Figure 1. A small window of the routed layout (run 1).
Region (4, 53) to (44, 93) um. Cells in gray, sequential cells in the stronger gray; small squares are vias.
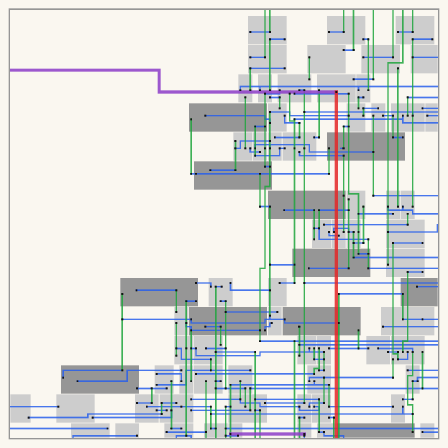
Figure 2. I/O nets highlighted (run 1).
The bar under the picture is 20 um long.
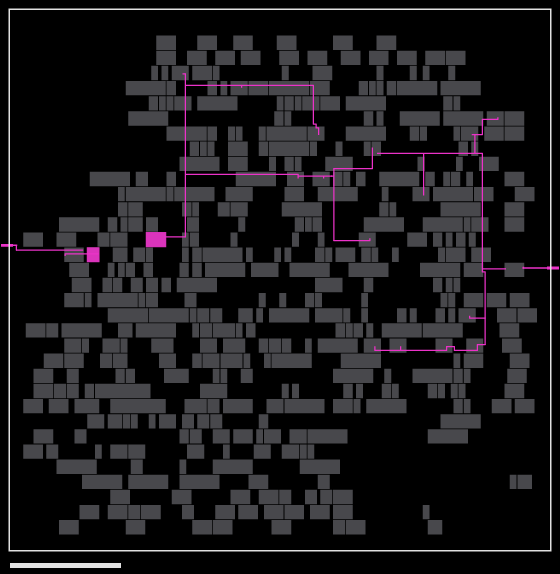
Figure 3. Clock wiring as the flow saved it (run 1).
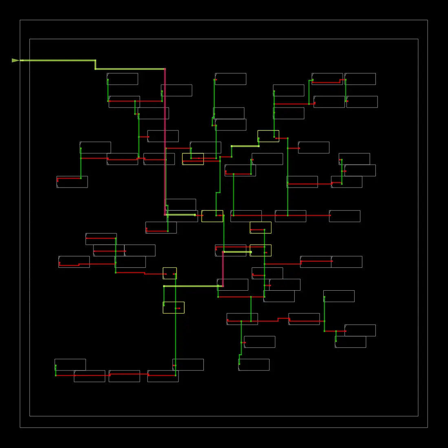
Figure 4. Sequential cells colored by netlist name (run 1).
The bar under the picture is 20 um long. Other sequential cells in the stronger gray, the rest of the logic in the fainter gray.
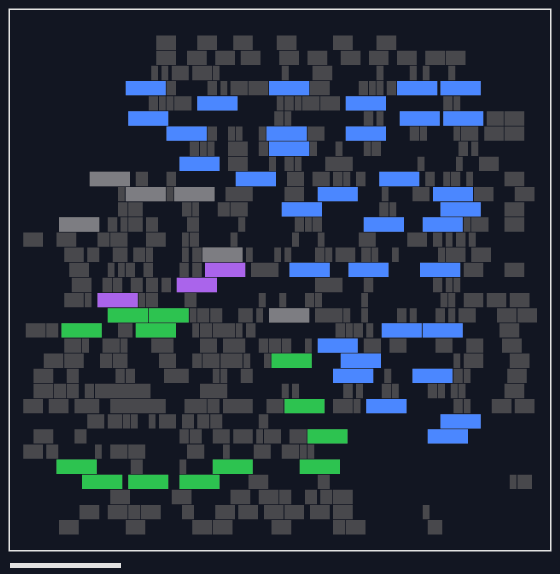
==> config.mk <==
export PLATFORM = sky130hd
export DESIGN_NAME = riscv_cache_flush_seq
export DESIGN_NICKNAME = d
export VERILOG_FILES = /design/src/rtl/riscv_cache_pkg.sv /design/src/rtl/riscv_cache_flush_seq.sv
export SDC_FILE = /design/constraint.sdc
export NUM_CORES = 1
export LEC_CHECK = 0
export CAP_MARGIN = 30
export CORE_MARGIN = 2
export CORE_UTILIZATION = 30
export DETAILED_ROUTE_END_ITERATION = 10
export GPL_TIMING_DRIVEN = 0
export PLACE_DENSITY_LB_ADDON = 0.15
export SKIP_LAST_GASP = 1
export SYNTH_ARGS = -nofsm -noshare
export SYNTH_HDL_FRONTEND = slang
export SYNTH_SLANG_ARGS = --single-unit
==> constraint.sdc <==
create_clock -name clk_i -period 4.75 [get_ports clk_i]
set_clock_uncertainty 0.2 [all_clocks]
set_input_delay 0.95 -clock clk_i [delete_from_list [all_inputs] [get_ports clk_i]]
set_output_delay 0.95 -clock clk_i [all_outputs]
set_load 0.02 [all_outputs]
==> changes_impl.md, run 1 <==
### Implementation results

* Synth Cell Area at 2590 um^2
* Buf/Inv on CP at 3
* Hold crit path type: reg -> reg
* RSZ-0062 raised after global routing: no
* DRT iter0 DRCs at 50
* Setup ws final at 883 ps
* Routability cong. at 0.801
* Ant. Diodes at 0
* Fraction of area in multi-input gates at 36.2%
* CTS H-Tree Depth at 2
* Worst reg-to-reg path cell count at 6
* Final hold vios at 0
* Setup crit end kind: primary output
* Yosys stat cell total at 318
* Commonest Layout Cell: clkdlybuf4s50_1
* Crit path DRT at 3600 ps
* Compound-Gate Fraction of Synth Area at 20.2%
* Floorplan utilization at 31.3%
* Clock period minus final worst setup slack at 3870 ps
* Async SR Flop Fraction at 0%
* EDFF count, synth at 0
* CP arrival at 2720 ps
* Net Sw Frac at 24.2%
* Largest logic family: simple AND/OR/NAND/NOR gates
* Synthesized area per cell at 8.16 um^2
* Biggest consumer: sequential cells
* Internal at 645 uW
* Main area contributors: dfxtp_1, nand2_1, a21oi_1, a22o_1, and2_1
* Fin Hold WS at 257 ps
* Largest net degree at the start of global routing at 17
* Core Rows at 33
* Startpoint class of the critical path: flip-flop
* Setup_tns at 0 ps
* Hold_buf cts at 0
* Critical path type: reg -> out
* Layout clock buffer count at 6
* Cells after synthesis at 318
* Clk buf depth at 2
* CTS resizes at 0
* Pwr Total at 850 uW
* Signal inverters at 7
* Tool warnings at 26
* Main flop type: dfxtp_1
* WL final at 7300 um
* Layout Nets at 461
* CP Depth at 7
* Status: finished, final reports clean
* Peak Freq at 0.259 GHz
* Critical-path cell with the highest stage delay: clkdlybuf4s50_1
* Avg Vias per Cell at 4.74
* Vias in the first global route at 2457
* Most numerous logic cells after layout: clkdlybuf4s50_1, nand2_1, dfxtp_1
* Via Count at 2475
* Max Cap Viol at 0
* Wirelength per Cell at 14.0 um
* Die height at 97.0 um
* Worst-path cell chain: nand2b_1 > nor2_2 > and3_1 > buf_2 > buf_2 > a22o_1 > clkdlybuf4s50_1
* Power Dens Cells at 228 nW/um^2
* Setup bufs post-CTS at 0
* Synthesis warning total at 0
* Seq pwr share at 57.1%
* DRC viols at 0
* Post-synth seq share at 43.2%
* Largest cell class: multi-input combinational cells
* Cycle use final at 81.4%
* Synth mux share at 0.434%
* GRT Total Usage at 15.7%
* Worst stage delay on the critical path at 620 ps
* Well Taps at 105
* Clock Power at 264 uW
* Initial antenna violation count at 0
* Proportion of layout cells with a drive suffix above 1 at 7.91%
* Area leader share at 43.2%
* ANT nets after route at 0
* Logic Gate Count at 236
* Register area at 1120 um^2
* Fillcell total at 870
* Comb group at 101 uW
* Max IR drop VDD at 0.116 mV
* Pre-CTS setup slack at 1200 ps
* Slew Limit Fails at 0
* Clock-pin slew on the worst setup and hold paths at 90 ps
* P_sw at 205 uW
* Crit Path Max Fanout at 10
* TritonCTS clock tree: done
* Area leader, netlist: dfxtp_1
* Part of the power in combinational logic at 11.8%
* Yosys adder share at 0.482%
* Final instance area at 3730 um^2
* Global route overflow at 0
* Clk latency late pin at 300 ps
* Top delay family on crit path: buffers and inverters
* Yosys xor share at 3.38%
* Signal buf overhead at 27.1%
* Die Span X at 97.0 um
* R2R Setup Slk at 2600 ps
* Clock power frac at 31.1%
* #FFs+latches synth at 56
* Pleak at 0.00128 uW
* CTS root buf: clkbuf_8
* Core area at 8300 um^2
* Clock-cell share at 2.45%
* Post-DP HPWL at 5470 um
* Area grow syn2layout at 43.8%
* DP Area at 3640 um^2
* Clk sinks at 56
Notes on Figure 1 above:
met4: drawn in red. met2: drawn in green. met3: drawn in purple. met1: drawn in blue.
Most frequent: nand2_1 (14), clkdlybuf4s50_1 (13), dfxtp_1 (10). Sequential cells in the window: 10. 71 logic cells have their middle in the window.

Notes on Figure 2 above:
`wb_way_o`: drawn in magenta, direction output, end cells 2, buffers 3, wire 252 um.
I/O pin cnt: 95
Port Buf Inserts: 91

Notes on Figure 3 above:
Num CTS Buffers: 5
Flops: 56

Notes on Figure 4 above:
`tag_idx_o`: drawn in green, placed flops 13. `tags_q`: drawn in blue, placed flops 34. `state_q`: drawn in purple, placed flops 3.
Seq group: 486 uW
register share of the cell area: 30.0%

## run 1: Yosys cell counts (all sizes together), types with 4 or more instances
cell,count
a21oi,42
inv,7
buf,10
clkbuf,10
xnor2,7
nand2,77
nor2,22
and2,14
and3,4
nand3,6
a211oi,4
nand4,4
nor2b,4
nor3,4
dfxtp,56
a22o,18
## run 1: routing by layer
layer,share of wire (%),wire [um],global-route usage (%),up-vias
met5,0,0,0,-
met1,50,3650,21.9,1123
met2,45,3300,24.9,65
met4,0.63,46,3.25,0
met3,4.1,302,3.47,6
li1,-,-,-,1281
## run 1: through the flow
step | std cells | util (%)
CTS | 522 | 45.0
global route | 522 | 45.0
detailed placement | 515 | 43.9
floorplan | 319 | -
global placement | 515 | 43.9
finish | 522 | 45.0
Figure 5. Signal wires by layer (run 1).
Two of the layers only.
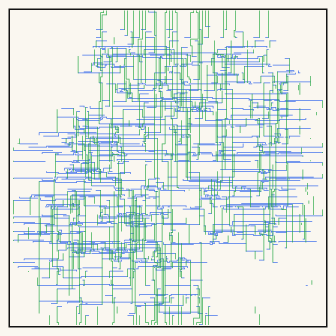

--- run 2 (diff from run 1) ---
==> constraint.sdc (replaced) <==
create_clock -name clk_i -period 3.2 [get_ports clk_i]
set_clock_uncertainty 0.2 [all_clocks]
set_input_delay 0.64 -clock clk_i [delete_from_list [all_inputs] [get_ports clk_i]]
set_output_delay 0.64 -clock clk_i [all_outputs]
set_load 0.02 [all_outputs]
Figure 6. Signal wires by layer (run 2).
Two of the layers only.
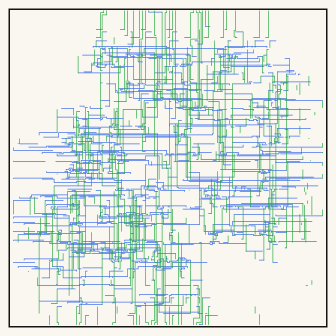
met2: drawn in green, wire length 3330 um. met1: drawn in blue, wire length 3600 um.
Via Count: 2497
WL final: 7330 um
Wirelength per Cell: 14.0 um
GRT Total Usage: 15.8%

==> run 2 against run 1 <==
Effect of this change: non-clock buffer count is 1 higher; clock power rose by 49%; sequential share of layout area decreased by 0.12 points; final area rose by 0.40%; area after synthesis is the same; critical path depth shrank 1; die area stayed put; largest power group unchanged.
==> changes_impl.md, run 2 <==
### Implementation results

* Clock-pin slew on the worst setup and hold paths at 90 ps (about the same)
* Tool warnings at 26 (unchanged)
* DP Area at 3640 um^2 (unchanged)
* Max IR drop VDD at 0.172 mV (+49%)
* Slew Limit Fails at 0 (unchanged)
* Comb group at 153 uW (+51%)
* Routability cong. at 0.801 (unchanged)
* Core area at 8300 um^2 (unchanged)
* Setup_tns at 0 ps (unchanged)
* Clock period minus final worst setup slack at 3070 ps
* Area grow syn2layout at 44.4%
* I/O pin cnt at 95 (unchanged)
* Worst-path cell chain: nand2b_2 > nor2_4 > and3_1 > buf_2 > a22o_1 > clkdlybuf4s50_1
* DRT iter0 DRCs at 53 (+6.0%)
* Most numerous logic cells after layout: clkdlybuf4s50_1, nand2_1, dfxtp_1
* Fillcell total at 867 (-0.34%)
* Hold_buf cts at 0 (unchanged)
* Synthesized area per cell at 8.16 um^2 (unchanged)
* ANT nets after route at 0 (unchanged)
* Yosys adder share at 0.482% (unchanged)
* Power Dens Cells at 338 nW/um^2 (+48%)
* Yosys xor share at 3.38% (unchanged)
* Largest cell class: multi-input combinational cells
* Synthesis warning total at 0 (unchanged)
* Async SR Flop Fraction at 0% (unchanged)
* Final instance area at 3750 um^2 (+0.40%)
* Main area contributors: dfxtp_1, nand2_1, a21oi_1, a22o_1, and2_1
* Cycle use final at 95.9%
* Critical path type: reg -> out
* Clock power frac at 31.1% (about the same)
* Peak Freq at 0.326 GHz
* Part of the power in combinational logic at 12.1% (+0.3 points)
* CP arrival at 2230 ps (-490 ps)
* Yosys stat cell total at 318 (unchanged)
* Seq group at 721 uW (+48%)
* Top delay family on crit path: buffers and inverters
* Setup crit end kind: primary output
* Signal buf overhead at 27.0% (-0.075 points)
* Die height at 97.0 um (unchanged)
* Largest net degree at the start of global routing at 18 (+1)
* Worst stage delay on the critical path at 600 ps (-20 ps)
* Floorplan utilization at 31.3% (unchanged)
* Max Cap Viol at 0 (unchanged)
* Synth Cell Area at 2590 um^2 (unchanged)
* CTS resizes at 14 (+14)
* RSZ-0062 raised after global routing: no
* Register area at 1120 um^2 (unchanged)
* #FFs+latches synth at 56 (unchanged)
* R2R Setup Slk at 1000 ps (-1600 ps)
* CP Depth at 6 (-1)
* Global route overflow at 0 (unchanged)
* CTS H-Tree Depth at 2 (unchanged)
* Worst reg-to-reg path cell count at 6 (unchanged)
* Num CTS Buffers at 5 (unchanged)
* Cells after synthesis at 318 (unchanged)
* Vias in the first global route at 2470 (+0.53%)
* Startpoint class of the critical path: flip-flop
* Clock Power at 394 uW (+49%)
* Compound-Gate Fraction of Synth Area at 20.2% (unchanged)
* Largest logic family: simple AND/OR/NAND/NOR gates
* Clk latency late pin at 300 ps (about the same)
* DRC viols at 0 (unchanged)
* P_sw at 308 uW (+50%)
* Logic Gate Count at 236 (unchanged)
* Clk sinks at 56 (unchanged)
* Post-DP HPWL at 5470 um (unchanged)
* Main flop type: dfxtp_1
* Setup bufs post-CTS at 2 (+2)
* Yosys top cell by instances: nand2_1
* Core Rows at 33 (unchanged)
* Register share of the cell area at 29.9% (-0.12 points)
* Signal inverters at 7 (unchanged)
* Post-synth seq share at 43.2% (unchanged)
* Clk buf depth at 2 (unchanged)
* Flops at 56 (unchanged)
* Seq pwr share at 56.9% (-0.2 points)
* Initial antenna violation count at 0 (unchanged)
* Fraction of area in multi-input gates at 36.5% (+0.22 points)
* Biggest consumer: sequential cells
* Critical-path cell with the highest stage delay: clkdlybuf4s50_1
* Clock-cell share at 2.44% (-0.0098 points)
* Well Taps at 105 (unchanged)
* Internal at 959 uW (+49%)
* Ant. Diodes at 0 (unchanged)
* Simple-Gate Fraction of Synth Area at 27.4%
* Crit path DRT at 2360 ps (-1240 ps)
* Status: finished, final reports clean
* Buf/Inv on CP at 2 (-1)
* Post-layout util at 45.2% (+0.18 points)
* Proportion of layout cells with a drive suffix above 1 at 8.61% (+0.70 points)
* Port Buf Inserts at 91 (unchanged)
* Layout Nets at 462 (+0.22%)
Figure 7. I/O nets highlighted (run 2).
The bar under the picture is 20 um long.
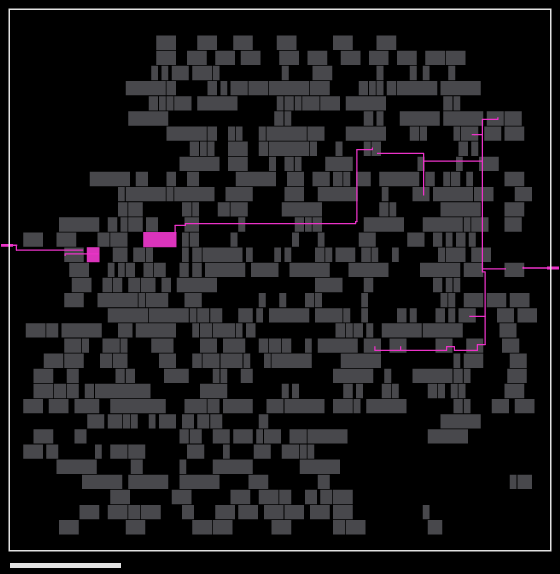
`wb_way_o`: drawn in magenta, direction output, end cells 2, buffers 3, wire 178 um.

[run 2: cell counts after synthesis]
No cell type changed its count.
[run 2: worst reg2reg max path, stage by stage (launching register included)]
cell      delay (ps)
dfxtp_1          450
inv_1            170
nor3_1           440
nand2_1          280
clkbuf_1         320
nand2_1          140
a21oi_1           70
[run 2: routing by layer]
metal  GRT usage (%)  wire [um]  part of all wire [%]
met5               0          0                     0
met2            25.1       3330                    45
met4            3.25         63                  0.86
met3            3.47        337                   4.6
met1            22.2       3600                    49
[run 2: stage by stage]
stage	hold WS, ps	setup WS [ps]	cells	total power [uW]
6_report	253	132	523	1270
4_1_cts	257	95.4	523	1290
2_1_floorplan	232	847	319	802
5_1_grt	281	11.4	523	1330
3_3_place_gp	240	20.6	515	887
3_5_place_dp	243	-35.6	515	887
Power is estimated from default activity; no workload was simulated.
